**src/rtl/sprite_pixel_mapper.sv**
```systemverilog
// sprite_pixel_mapper: two-stage pixel colour resolver (bullets > player > enemy > BG)
// with per-frame bullet/enemy collision flags. Optional player blinking via SPRITE_BLINK_EN.
module sprite_pixel_mapper #(
  parameter int unsigned N_BULLETS   = 4,
  parameter int unsigned BULLET_LEN  = 4,
  parameter int unsigned PLAYER_W    = 16,
  parameter int unsigned PLAYER_H    = 8,
  parameter int unsigned PLAYER_Y    = 440,
  parameter int unsigned H_LAST      = 639,
  parameter int unsigned V_LAST      = 479,
  parameter logic [23:0] BG_COLOR    = 24'h0,
  parameter int unsigned BLINK_SHIFT = 4
) (
  input  logic                    Clk,
  input  logic                    Reset,
  input  logic [9:0]              DrawX,
  input  logic [9:0]              DrawY,
  input  logic [N_BULLETS-1:0]    bullet_in,
  input  logic [10*N_BULLETS-1:0] bulletX,
  input  logic [10*N_BULLETS-1:0] bulletY,
  input  logic [24*N_BULLETS-1:0] bullet_color,
  input  logic [9:0]              playerX,
  input  logic [23:0]             player_color,
  input  logic                    player_blink,
  input  logic                    enemy_pixel,
  input  logic [23:0]             enemy_color,
  output logic [7:0]              Red,
  output logic [7:0]              Green,
  output logic [7:0]              Blue,
  output logic [N_BULLETS-1:0]    hit_flags,
  output logic                    hit_valid
);

  localparam int unsigned PW  = 10;
  localparam int unsigned PW1 = PW + 1;
  localparam int unsigned CW  = 24;
  localparam int unsigned FCW = 10;

  logic [N_BULLETS-1:0]    bullet_on_d, bullet_on_q;
  logic                    player_on_d, player_on_q;
  logic                    frame_end_d, frame_end_q;
  logic                    visible_d, visible_q;
  logic                    enemy_pix_q;
  logic [CW-1:0]           enemy_col_q, player_col_q;
  logic [CW*N_BULLETS-1:0] bullet_col_q;
  logic                    player_hide_c;
  logic [PW1-1:0]          px_hi_c;

  logic [CW-1:0]           color_d, rgb_q;
  logic [N_BULLETS-1:0]    hits_c;
  logic [N_BULLETS-1:0]    acc_d, acc_q;
  logic [N_BULLETS-1:0]    hit_flags_d, hit_flags_q;
  logic                    hit_valid_d, hit_valid_q;
  logic [FCW-1:0]          frame_cnt_d, frame_cnt_q;

`ifdef SPRITE_BLINK_EN
  assign player_hide_c = player_blink && frame_cnt_q[BLINK_SHIFT];
`else
  logic unused_blink_c;
  assign unused_blink_c = player_blink;
  assign player_hide_c  = 1'b0;
`endif

  // Stage 1 hit tests; bullet span uses wrapping 10-bit distance from its top row
  always_comb begin
    bullet_on_d = '0;
    for (int i = 0; i < int'(N_BULLETS); i++) begin
      bullet_on_d[i] = bullet_in[i] && (DrawX == bulletX[PW*i +: PW])
                       && (PW'(DrawY - bulletY[PW*i +: PW]) < PW'(BULLET_LEN));
    end
  end

  assign px_hi_c     = {1'b0, playerX} + PW1'(PLAYER_W - 1);
  assign player_on_d = (DrawX >= playerX) && ({1'b0, DrawX} <= px_hi_c)
                       && ({1'b0, DrawY} >= PW1'(PLAYER_Y))
                       && ({1'b0, DrawY} <= PW1'(PLAYER_Y + PLAYER_H - 1))
                       && !player_hide_c;
  assign frame_end_d = (DrawX == PW'(H_LAST)) && (DrawY == PW'(V_LAST));
  assign visible_d   = (DrawX <= PW'(H_LAST)) && (DrawY <= PW'(V_LAST));

  always_ff @(posedge Clk) begin
    if (Reset) begin
      bullet_on_q  <= '0;
      player_on_q  <= 1'b0;
      frame_end_q  <= 1'b0;
      visible_q    <= 1'b0;
      enemy_pix_q  <= 1'b0;
      enemy_col_q  <= '0;
      player_col_q <= '0;
      bullet_col_q <= '0;
    end else begin
      bullet_on_q  <= bullet_on_d;
      player_on_q  <= player_on_d;
      frame_end_q  <= frame_end_d;
      visible_q    <= visible_d;
      enemy_pix_q  <= enemy_pixel;
      enemy_col_q  <= enemy_color;
      player_col_q <= player_color;
      bullet_col_q <= bullet_color;
    end
  end

  // Stage 2 priority: lowest active bullet wins, so scan from the top index down
  always_comb begin
    color_d = BG_COLOR;
    if (enemy_pix_q) color_d = enemy_col_q;
    if (player_on_q) color_d = player_col_q;
    for (int i = int'(N_BULLETS) - 1; i >= 0; i--) begin
      if (bullet_on_q[i]) color_d = bullet_col_q[CW*i +: CW];
    end
    if (!visible_q) color_d = '0;
  end

  // Frame-end publishes the accumulator merged with the last pixel's own hits
  assign hits_c = bullet_on_q & {N_BULLETS{enemy_pix_q}};

  always_comb begin
    acc_d       = acc_q | hits_c;
    hit_flags_d = hit_flags_q;
    hit_valid_d = 1'b0;
    frame_cnt_d = frame_cnt_q;
    if (frame_end_q) begin
      hit_flags_d = acc_q | hits_c;
      acc_d       = '0;
      hit_valid_d = 1'b1;
      frame_cnt_d = frame_cnt_q + FCW'(1);
    end
  end

  always_ff @(posedge Clk) begin
    if (Reset) begin
      rgb_q       <= '0;
      acc_q       <= '0;
      hit_flags_q <= '0;
      hit_valid_q <= 1'b0;
      frame_cnt_q <= '0;
    end else begin
      rgb_q       <= color_d;
      acc_q       <= acc_d;
      hit_flags_q <= hit_flags_d;
      hit_valid_q <= hit_valid_d;
      frame_cnt_q <= frame_cnt_d;
    end
  end

  assign Red       = rgb_q[23:16];
  assign Green     = rgb_q[15:8];
  assign Blue      = rgb_q[7:0];
  assign hit_flags = hit_flags_q;
  assign hit_valid = hit_valid_q;

endmodule
```
**config.mk**
```make
export PLATFORM = sky130hd
export DESIGN_NAME = sprite_pixel_mapper
export DESIGN_NICKNAME = d
export VERILOG_FILES = /design/src/rtl/sprite_pixel_mapper.sv
export SDC_FILE = /design/constraint.sdc
export NUM_CORES = 1
export LEC_CHECK = 0
export ABC_AREA = 0
export CAP_MARGIN = 25
export CORE_MARGIN = 5
export CORE_UTILIZATION = 42
export DETAILED_ROUTE_END_ITERATION = 8
export GPL_ROUTABILITY_DRIVEN = 0
export PLACE_DENSITY = 0.89
export SLEW_MARGIN = 25
export SYNTH_ARGS = -nofsm -noshare
export SYNTH_HDL_FRONTEND = slang
export SYNTH_SLANG_ARGS = --single-unit
export TNS_END_PERCENT = 10
```
**constraint.sdc**
```tcl
create_clock -name Clk -period 1.9 [get_ports Clk]
set_input_delay 0.19 -clock Clk [delete_from_list [all_inputs] [get_ports Clk]]
set_output_delay 0.19 -clock Clk [all_outputs]
set_load 0.005 [all_outputs]
```
==> flow_summary.toml, run 1 <==
# yosys + openroad results
[finish]
inverters = 51
ff_count = 185
clock_area_share_pct = 4.451
nets = 1607
non_clock_buffer_count = 399
buffer_area_share_pct = 28.11
largest-register = "bullet_col_q"
most-common-layout-cells = "clkdlybuf4s50_1 (268), dfxtp_1 (182), nor2b_1 (175), buf_4 (109), ha_1 (46)"
comb_share_pct = 35.51

[setup_path]
critPathTopFamily = "AND-OR/OR-AND gates"
worstPathArrival_ps = 2200
crit_fanout = 2
rr_worst_depth = 6

[power]
power.switching_mw = 2.268
power_frac_seq_pct = 43.4
power.leakage_nw = 5.476
swShare_pct = 24.07
pg_comb_mw = 1.82
pwr_density_cell_nw_per_um2 = 710.1

[global_routing]
antenna_found_initial = 1
grtUsageTotal_pct = 22.86

[floorplan]
die_y_microns = 152.8
die_area_sq_um = 23340
core.rowCount = 52
ioPinCount = 291
nWellTaps = 270

[place]
hpwl_mm = 21.39
placed_cell_area_sq_um = 12420
dp_cells = 1540

[yosys]
synthDistinctLibCells = 56
synth_area_sq_um = 8561
yosys-stat-area_sq_um = 8561
ys_sh_adder_pct = 7.746
synth_top_area_share_pct = 43.26
syn_area_per_cell_sq_um = 9.215

[clocking]
cts_made_buffers = 17
cts_tree = "yes"
insertion_delay_ps = 430
clockBufferDepth = 2

[final_timing]
finalCriticalPeriod_ps = 1854
final_max_slew_viol_count = 0
tightest_slew_ps = 1031
setup_viol = 0
hold_viol = 0

[run_status]
outcome = "complete, no violations"

[drt]
viasPerCell = 5.227
[run 1: worst min-delay path by stage]
stage	startpoint	cells past startpoint	slack (ps)	to
floorplan	bullet_color[0]	1	320	bullet_col_q[0]
global placement	bullet_col_q[22]	1	430	rgb_q[22]
finish	Reset	3	160	visible_q
global route	Reset	3	170	visible_q
detailed placement	bullet_col_q[7]	1	430	rgb_q[7]
CTS	Reset	3	160	visible_q
[run 1: layer usage]
layer / global-route usage, % / routed length (microns) / vias to the layer above
li1: - / - / 3922
met4: 11.62 / 1423 / 2
met3: 5.794 / 2046 / 95
met2: 40.02 / 14010 / 380
met1: 25.73 / 10850 / 3833
met5: 0 / 11 / -
[run 1: timing repair]
action / 4_1_cts / 5_1_grt
pin swaps: 15 / 19
setup endpoints to repair: 28 / 13
gates resized: 38 / 43
setup buffers: 0 / 3
Run 1, sequential cells grouped by signal name:
Scale bar: 50 microns. Other sequential cells in the stronger grey, the rest of the logic in the fainter grey.
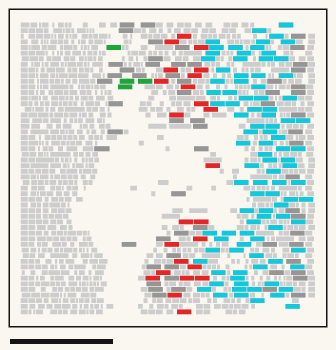
Key: bullet_col_q = cyan [flops 96, where a column on the right]; acc_q = green [flops 4]; player_col_q = red [flops 24]
Another 61 sequential cells are not coloured.
Reg area: 3707 sq um
Seq group: 4.09 mW

Run 1, placement view:
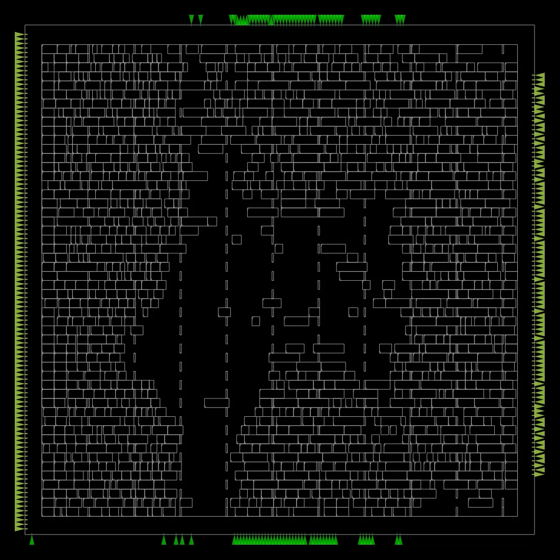
core area: 20170 sq um
# fillers: 1465

Run 1, met3 routing:
Scale bar: 50 microns.
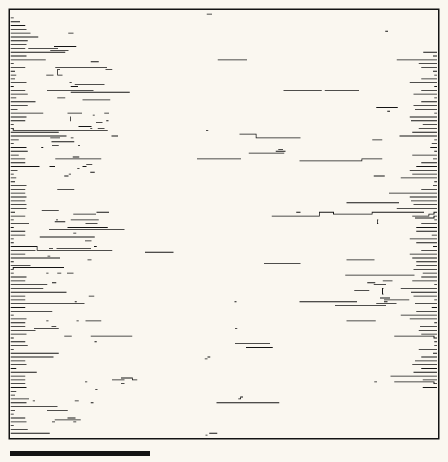
The wires run mostly horizontal. 272 nets have wire on it. The layer holds 7.2% of the routed length.
global routing usage on met3: 5.794%
Post-Route WL: 28.33 mm

==> run 2: changes to the inputs <==
--- a/config.mk
+++ b/config.mk
@@ -9,6 +9,7 @@
 export CAP_MARGIN = 25
 export CORE_MARGIN = 5
 export CORE_UTILIZATION = 42
+export CTS_CLUSTER_SIZE = 16
 export DETAILED_ROUTE_END_ITERATION = 8
 export GPL_ROUTABILITY_DRIVEN = 0
 export PLACE_DENSITY = 0.89
Run 2, placement density heat map:
The die is cut into 15 by 15 equal tiles; white is low, dark blue is high, 0 to 100% covered.
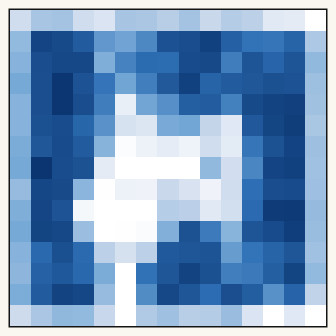
The mean over all tiles is 55%. The emptiest ninth of the die: middle. The fullest tile reaches 98%. 7.6% of the tiles are nearly empty.
fp util: 42.44%
final core utilization: 65.79%

Run 2, placed cells, one colour a class:
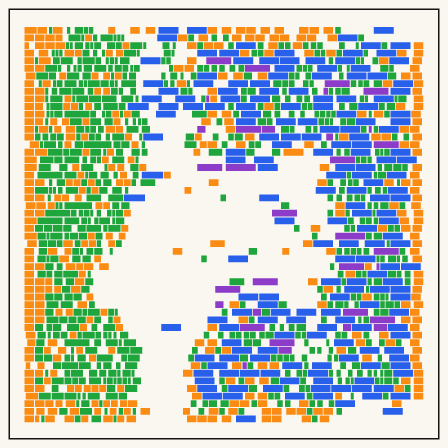
Key: other buffers and delay cells = orange [cells 399, share of their area 29%]; clock drivers and dummy loads = purple [cells 32, share of their area 4.6%]; combinational and other logic = green [cells 689, share of their area 38%]; flops = blue [cells 185, share of their area 29%]
Core Rows: 52
Seq/total area: 27.94%
design area: 13270 sq um

==> flow_summary.toml, run 2 <==
# yosys + openroad results
[power]
swShare_pct = 24.07
power.leakage_nw = 5.476
power.switching_mw = 2.268
power_frac_seq_pct = 43.4

[setup_path]
critPathTopFamily = "AND-OR/OR-AND gates"
rr_worst_depth = 6
crit_fanout = 2
worstPathArrival_ps = 2200

[finish]
buffer_area_share_pct = 28.11
most-common-layout-cells = "clkdlybuf4s50_1 (268), dfxtp_1 (182), nor2b_1 (175), buf_4 (109), ha_1 (46)"
largest-register = "bullet_col_q"
num-fill-cells = 1465
clock_area_share_pct = 4.451
ff_count = 185
comb_share_pct = 35.51
nets = 1607

[final_timing]
setup_viol = 0
final_max_slew_viol_count = 0
tightest_slew_ps = 1031
hold_viol = 0

[clocking]
insertion_delay_ps = 430
post_cts_buffers = 0
postCtsResizedCells = 38
cts_tree = "yes"

[place]
dp_cells = 1540
placed_cell_area_sq_um = 12420
hpwl_mm = 21.39

[global_routing]
grtUsageTotal_pct = 22.86
grt_use_met2_pct = 40.02
grtUsageMet1_pct = 25.73
use_met3_pct = 5.794

[drt]
wirelength_mm = 28.33
dr.max_layer_used = "met5"
viasPerCell = 5.227
wl_met2_mm = 14.01
met1_length_mm = 10.85
met3_length_mm = 2.046

[floorplan]
core_sq_um = 20170
nWellTaps = 270
die_y_microns = 152.8

[yosys]
synthDistinctLibCells = 56
syn_area_per_cell_sq_um = 9.215
yosys-stat-area_sq_um = 8561
ys_sh_adder_pct = 7.746

[min_path]
worstHoldPathCells = 3

[run_status]
outcome = "complete, no violations"
## run 2: cell counts in the layout (fill, tap and decap cells not counted)
Identical to the previous run, type by type.
## run 2: worst max-delay path by stage
| stage | end | slack (ps) | cells after the start |
|---|---|---|---|
| 2_1_floorplan | player_on_q | -3 | 12 |
| 3_3_place_gp | bullet_on_q[3] | -590 | 7 |
| 3_5_place_dp | player_on_q | -760 | 13 |
| 4_1_cts | bullet_on_q[2] | -10 | 7 |
| 5_1_grt | rgb_q[2] | -80 | 6 |
| 6_report | bullet_on_q[0] | 50 | 8 |
## run 2: power by group through the flow
stage                     clock [mW]  combinational (mW)  sequential [mW]
after detailed placement           0                1.69             4.18
after floorplan                    0               0.728             4.16
after CTS                       3.56                1.73             4.09
after global routing            3.72                1.96             4.11
final                           3.51                1.82             4.09
after global placement             0                1.63             4.17
Run 2, met3 routing:
Scale bar: 50 microns.
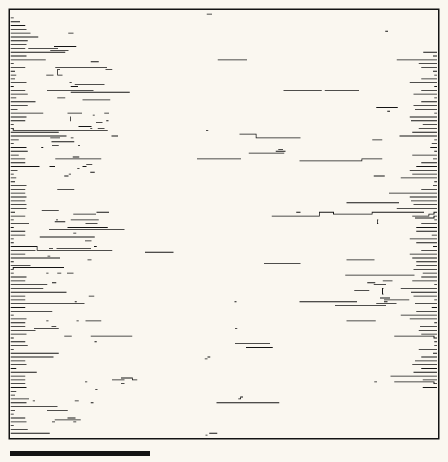

==> run 3: changes to the inputs <==
--- a/config.mk
+++ b/config.mk
@@ -7,8 +7,10 @@
 export LEC_CHECK = 0
 export ABC_AREA = 0
 export CAP_MARGIN = 25
+export CELL_PAD_IN_SITES_DETAIL_PLACEMENT = 1
+export CELL_PAD_IN_SITES_GLOBAL_PLACEMENT = 1
 export CORE_MARGIN = 5
-export CORE_UTILIZATION = 42
+export CORE_UTILIZATION = 31
 export CTS_CLUSTER_SIZE = 16
 export DETAILED_ROUTE_END_ITERATION = 8
 export GPL_ROUTABILITY_DRIVEN = 0
Run 3, met3 routing:
Scale bar: 50 microns.
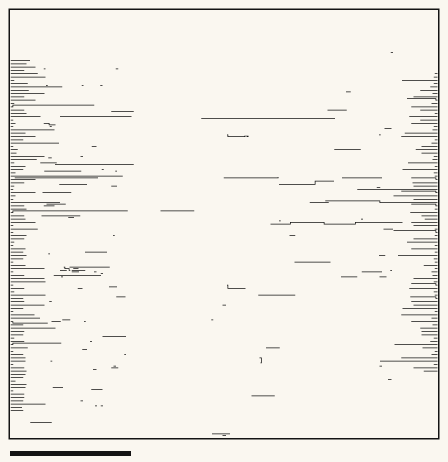
The wires run mostly horizontal. 242 nets have wire on it. The layer holds 6.3% of the routed length.
vias post-DR: 8226
global routing usage on met3: 5.332%
Post-Route WL: 33.76 mm

Run 3, sequential cells grouped by signal name:
Scale bar: 50 microns. Other sequential cells in the stronger grey, the rest of the logic in the fainter grey.
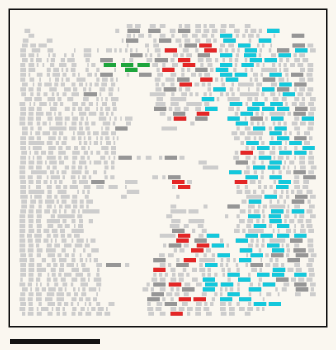
Key: player_col_q = red [flops 24]; acc_q = green [flops 4]; bullet_col_q = cyan [flops 96, where a column on the right]
Another 61 sequential cells are not coloured.
final core utilization: 49.60%
Reg area: 3712 sq um
Seq/total area: 27.62%

==> flow_summary.toml, run 3 <==
# yosys + openroad results
[run_status]
outcome = "finished with violations"
violations = "negative setup slack"

[clocking]
insertion_delay_ps = 420
postCtsResizedCells = 34
cts_tree = "yes"
cts_made_buffers = 17

[floorplan]
nWellTaps = 372
initCoreUtil_pct = 31.59
ioPinCount = 291

[final_timing]
finalCriticalPeriod_ps = 2007
setup_viol = 4
fin_ws_ps = -107.0
tightest_slew_ps = 679.1
hold_viol = 0

[drt]
met1_length_mm = 13.05
viasPerCell = 4.899
met3_length_mm = 2.115

[power]
power_frac_seq_pct = 43.1
pwr_density_cell_nw_per_um2 = 706.9
power_leader = "sequential cells"
pg_comb_mw = 1.88
powerClk_mw = 3.53
power.switching_mw = 2.522

[place]
placed_cell_area_sq_um = 12570
hpwl_mm = 25.56

[min_path]
hold_end = "visible_q"
worstHoldPathCells = 3

[setup_path]
worstPathArrival_ps = 2340
critPathTopFamily = "simple AND/OR/NAND/NOR gates"

[finish]
non_clock_buffer_count = 399
final_area_sq_um = 13440
buffer_area_share_pct = 28.07
num-fill-cells = 2999
ff_count = 185
clock_area_share_pct = 4.394

[yosys]
synthDistinctLibCells = 56
synth_top_area_share_pct = 43.26
yosys-stat-area_sq_um = 8561

[global_routing]
antenna_found_initial = 5
grtUsageTotal_pct = 20.50
busiest_layer = "met2"
run 3: cell count changes in the layout (fill, tap and decap cells not counted), sizes merged:
cell	delta
inv	+3
clkbuf	-7
bufinv	-1
clkdlybuf4s15	+1
clkdlybuf4s50	+4
clkinvlp	+1
dlygate4sd2	+2
nor2b	+1
buf	-1
dlymetal6s2s	-5
diode	+2
clkinv	+2
run 3: how the worst max path moves through the flow:
stage	endpoint	slack [ps]	cells past startpoint
floorplan	player_on_q	-3	12
global placement	player_on_q	-560	13
detailed placement	player_on_q	-780	13
CTS	bullet_on_q[3]	-60	10
global route	bullet_on_q[3]	-140	8
finish	bullet_on_q[0]	-110	8
No activity file was given, so power comes from the tool's default toggle rates.
